Figure 1. Routed metal, one color a layer.
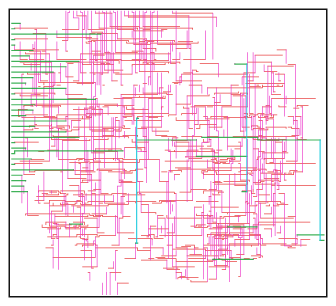
Figure 2. Clock network drawn from the DEF.
Bar = 20 um.
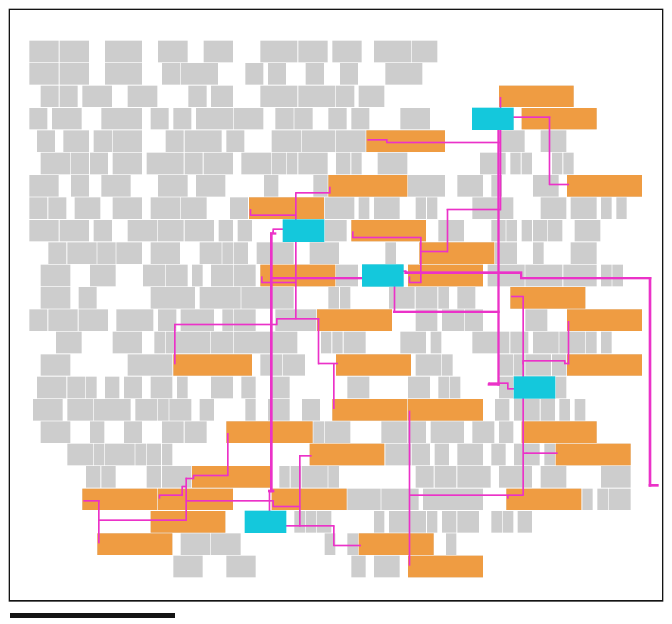
Figure 3. Cell classes on the final placement.
Fill, decap, tap and diode cells in gray.
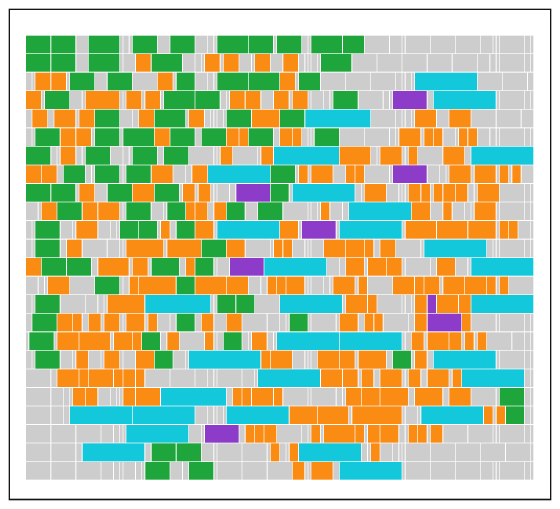
Figure 4. Pin placement.
Pins as bars across the die edge, other pins in gray.
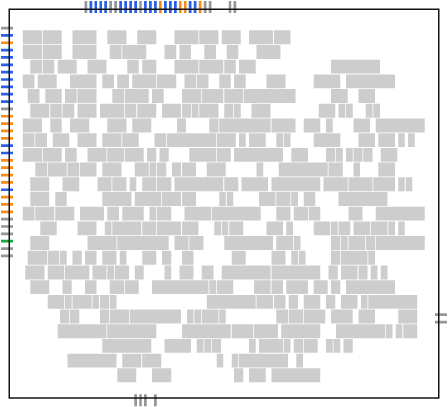
==> src/rtl/game_pkg.sv <==
// Shared definitions for the game-selection core.
//   BLANK_CODE  : display code that blanks the seven-segment digit
//   state_e     : RUN (normal play) / SHOW (index banner) encodings
//   timer_width : counter width for a given banner length, never below 1
package game_pkg;

    localparam logic [3:0] BLANK_CODE = 4'd12;

    typedef enum logic {
        ST_RUN  = 1'b0,
        ST_SHOW = 1'b1
    } state_e;

    function automatic int unsigned timer_width(input int unsigned cycles);
        int unsigned w;
        w = $clog2(cycles);
        return (w < 1) ? 1 : w;
    endfunction

endpackage

==> src/rtl/game_switcher_show_timer.sv <==
// Loadable down-counter that times the game-index banner.
// Ports:
//   clk        : system clock, rising edge
//   rst_n      : asynchronous active-low reset (count clears to 0)
//   i_load     : load i_load_val this cycle (takes priority over counting)
//   i_load_val : value to load
//   o_zero     : count is zero
module show_timer #(
    parameter int unsigned W = 1
) (
    input  logic         clk,
    input  logic         rst_n,
    input  logic         i_load,
    input  logic [W-1:0] i_load_val,
    output logic         o_zero
);

    logic [W-1:0] r_cnt;

    // Counts down and parks at zero, so it can never wrap.
    always_ff @(posedge clk or negedge rst_n) begin
        if (!rst_n) begin
            r_cnt <= '0;
        end else if (i_load) begin
            r_cnt <= i_load_val;
        end else if (r_cnt != '0) begin
            r_cnt <= r_cnt - 1'b1;
        end
    end

    assign o_zero = (r_cnt == '0);

endmodule

==> src/rtl/game_switcher.sv <==
// Game-selection core: cycles the active slot with next/prev pulses (wrapping),
// routes button pulses to the active slot only, muxes its value to the display,
// and shows the new slot index for SHOW_CYCLES after every switch.
// Ports:
//   clk, rst_n        : clock / asynchronous active-low reset
//   i_next_pulse      : select next slot
//   i_prev_pulse      : select previous slot
//   i_btn_pulse       : debounced game-button pulses
//   i_game_value      : slot g value at [g*VAL_W +: VAL_W]
//   o_game_btn        : slot g buttons at [g*NUM_BTNS +: NUM_BTNS] (combinational)
//   o_game_enter      : one-hot, one-cycle pulse to the newly selected slot
//   o_select          : active slot index
//   o_show_active     : index banner is being shown
//   o_display_value   : registered value for the seven-segment driver
module game_switcher
    import game_pkg::*;
#(
    parameter int unsigned NUM_GAMES   = 4,
    parameter int unsigned NUM_BTNS    = 7,
    parameter int unsigned VAL_W       = 4,
    parameter int unsigned SHOW_CYCLES = 1000000,
    parameter int unsigned SEL_W       = $clog2(NUM_GAMES)
) (
    input  logic                          clk,
    input  logic                          rst_n,
    input  logic                          i_next_pulse,
    input  logic                          i_prev_pulse,
    input  logic [NUM_BTNS-1:0]           i_btn_pulse,
    input  logic [NUM_GAMES*VAL_W-1:0]    i_game_value,
    output logic [NUM_GAMES*NUM_BTNS-1:0] o_game_btn,
    output logic [NUM_GAMES-1:0]          o_game_enter,
    output logic [SEL_W-1:0]              o_select,
    output logic                          o_show_active,
    output logic [VAL_W-1:0]              o_display_value
);

    localparam int unsigned TIMER_W = timer_width(SHOW_CYCLES);

    if (NUM_GAMES < 2 || NUM_GAMES > (1 << VAL_W)) begin : g_bad_num_games
        $fatal(1, "game_switcher: NUM_GAMES must be in 2..2**VAL_W");
    end

    state_e                r_state;
    state_e                w_state_next;
    logic [SEL_W-1:0]      r_select;
    logic [SEL_W-1:0]      w_select_next;
    logic [NUM_GAMES-1:0]  r_enter;
    logic [NUM_GAMES-1:0]  w_enter_next;
    logic [VAL_W-1:0]      r_display;
    logic [VAL_W-1:0]      w_display_next;
    logic                  w_switch;
    logic                  w_timer_zero;

    // Both pulses together cancel out.
    assign w_switch = i_next_pulse ^ i_prev_pulse;

    show_timer #(
        .W(TIMER_W)
    ) u_show_timer (
        .clk       (clk),
        .rst_n     (rst_n),
        .i_load    (w_switch),
        .i_load_val(TIMER_W'(SHOW_CYCLES - 1)),
        .o_zero    (w_timer_zero)
    );

    always_ff @(posedge clk or negedge rst_n) begin
        if (!rst_n) begin
            r_state   <= ST_RUN;
            r_select  <= '0;
            r_enter   <= '0;
            r_display <= VAL_W'(BLANK_CODE);
        end else begin
            r_state   <= w_state_next;
            r_select  <= w_select_next;
            r_enter   <= w_enter_next;
            r_display <= w_display_next;
        end
    end

    always_comb begin
        w_select_next  = r_select;
        w_state_next   = r_state;
        w_enter_next   = '0;
        w_display_next = '0;

        // Explicit wrap so non-power-of-two slot counts work.
        if (w_switch) begin
            if (i_next_pulse) begin
                w_select_next = (r_select == SEL_W'(NUM_GAMES - 1)) ? '0 : r_select + 1'b1;
            end else begin
                w_select_next = (r_select == '0) ? SEL_W'(NUM_GAMES - 1) : r_select - 1'b1;
            end
        end

        unique case (r_state)
            ST_RUN: begin
                if (w_switch) w_state_next = ST_SHOW;
            end
            ST_SHOW: begin
                // A switch during SHOW re-triggers via the timer reload.
                if (w_switch)          w_state_next = ST_SHOW;
                else if (w_timer_zero) w_state_next = ST_RUN;
            end
            default: w_state_next = ST_RUN;
        endcase

        for (int g = 0; g < int'(NUM_GAMES); g++) begin
            if (w_switch && w_select_next == SEL_W'(g)) w_enter_next[g] = 1'b1;
        end

        if (r_state == ST_SHOW) begin
            w_display_next = VAL_W'(r_select);
        end else begin
            for (int g = 0; g < int'(NUM_GAMES); g++) begin
                if (r_select == SEL_W'(g)) w_display_next = i_game_value[g*VAL_W +: VAL_W];
            end
        end
    end

    // Routing uses the current (pre-switch) select/state; SHOW swallows presses.
    always_comb begin
        o_game_btn = '0;
        for (int g = 0; g < int'(NUM_GAMES); g++) begin
            if (r_state == ST_RUN && r_select == SEL_W'(g)) begin
                o_game_btn[g*NUM_BTNS +: NUM_BTNS] = i_btn_pulse;
            end
        end
    end

    assign o_game_enter    = r_enter;
    assign o_select        = r_select;
    assign o_show_active   = (r_state == ST_SHOW);
    assign o_display_value = r_display;

endmodule

==> config.mk <==
export PLATFORM = sky130hd
export DESIGN_NAME = game_switcher
export DESIGN_NICKNAME = d
export VERILOG_FILES = /design/src/rtl/game_pkg.sv /design/src/rtl/game_switcher_show_timer.sv /design/src/rtl/game_switcher.sv
export SDC_FILE = /design/constraint.sdc
export NUM_CORES = 1
export LEC_CHECK = 0
export CORE_ASPECT_RATIO = 0.9
export CORE_MARGIN = 2
export CORE_UTILIZATION = 41
export DETAILED_ROUTE_END_ITERATION = 10
export PLACE_DENSITY = 0.72
export SLEW_MARGIN = 40
export SYNTH_ARGS = -nofsm -noshare
export SYNTH_HDL_FRONTEND = slang
export SYNTH_HIERARCHICAL = 1
export SYNTH_SLANG_ARGS = --single-unit
==> constraint.sdc <==
create_clock -name clk -period 2.3 [get_ports clk]
set_input_delay 0.46 -clock clk [delete_from_list [all_inputs] [get_ports clk]]
set_output_delay 0.46 -clock clk [all_outputs]
set_load 0.005 [all_outputs]
==> results.json <==
{
  "layout-drive-gt1-share": 0.202,
  "power.largest_group": "combinational cells",
  "worst_hold_margin_ps": 565,
  "largest_reg_flops": 20,
  "max-vdd-ir-drop_uv": 392,
  "synth_area_sq_um": 2090,
  "total_power_uw": 2160,
  "port_buffers": 65,
  "vias": 1908,
  "post_drt_via_cell_ratio": 4.82,
  "clock_sinks": 31,
  "wl_met3_um": 342,
  "ys_top_cells_by_area": "sky130_fd_sc_hd__dfrtp_1 35%, sky130_fd_sc_hd__and2_1 8.7%, sky130_fd_sc_hd__nand2_1 5.0%",
  "grt_util_all_layers": 0.190,
  "multi_input_comb_area_sq_um": 1350,
  "critical_path.n_buffers_inverters": 1,
  "final_max_slew_viol_count": 0,
  "worstSetupEndpoint": "o_game_btn[27]",
  "arrival_ps": 1790,
  "area_share_nonclk_buffers": 0.261,
  "power.share.switching": 0.337,
  "fp.coreArea_sq_um": 4860,
  "grt_first_pass_wirelength_mm": 8.45,
  "power.static_leakage_uw": 0.00152,
  "grt_start_max_net_pins": 32,
  "finalSetupTns_ps": 0,
  "powerComb_uw": 919,
  "cts_root_buffer": "sky130_fd_sc_hd__clkbuf_8",
  "routed_length_on_met2_mm": 2.44,
  "fp.dieArea_sq_um": 5680,
  "largest_area_class_layout": "logic gates",
  "cellInternalPower_uw": 1430,
  "drt-total-wl_mm": 5.25,
  "n_all_buffers": 84,
  "cts_htree_levels": 2,
  "drcViolationCount": 0,
  "run_status": "completed",
  "yosys.area_share.xor_xnor": 0.0671,
  "placedInstanceArea_sq_um": 2910,
  "clkTransAtPathRegs_ps": 60,
  "tool_warnings": 31,
  "wl_per_cell_um": 13.3
}
Back to the opening pictures, Figure 1:
legend:
  metal 3:
    color: green
    wire_length: 342 um
  metal 4:
    color: cyan
    wire_length: 88.4 um
  metal 2:
    color: magenta
    wire_length: 2440 um
  metal 1:
    color: red
    wire_length: 2380 um

Back to the opening pictures, Figure 2:
legend:
  clock drivers:
    color: cyan
    count: 5
  clock wires:
    color: magenta
    length: 472 um
  flip-flops:
    color: orange
    count: 31
routed clock nets: 6

Back to the opening pictures, Figure 3:
legend:
  remaining buffers and delay cells:
    color: green
    cells: 84
  combinational and other logic:
    color: orange
    cells: 208
  clock drivers and dummy loads:
    color: purple
    cells: 8
  sequential cells:
    color: cyan
    cells: 31

Back to the opening pictures, Figure 4:
legend:
  i_game_value:
    color: orange
    pins: 16
    direction: input
    edge: 12 left, 4 top
  i_prev_pulse:
    color: green
    pins: 1
    direction: input
    edge: left
  o_game_btn:
    color: blue
    pins: 28
    direction: output
    edge: 16 top, 12 left
all pins by edge: 32 left, 28 top, 4 bottom, 2 right

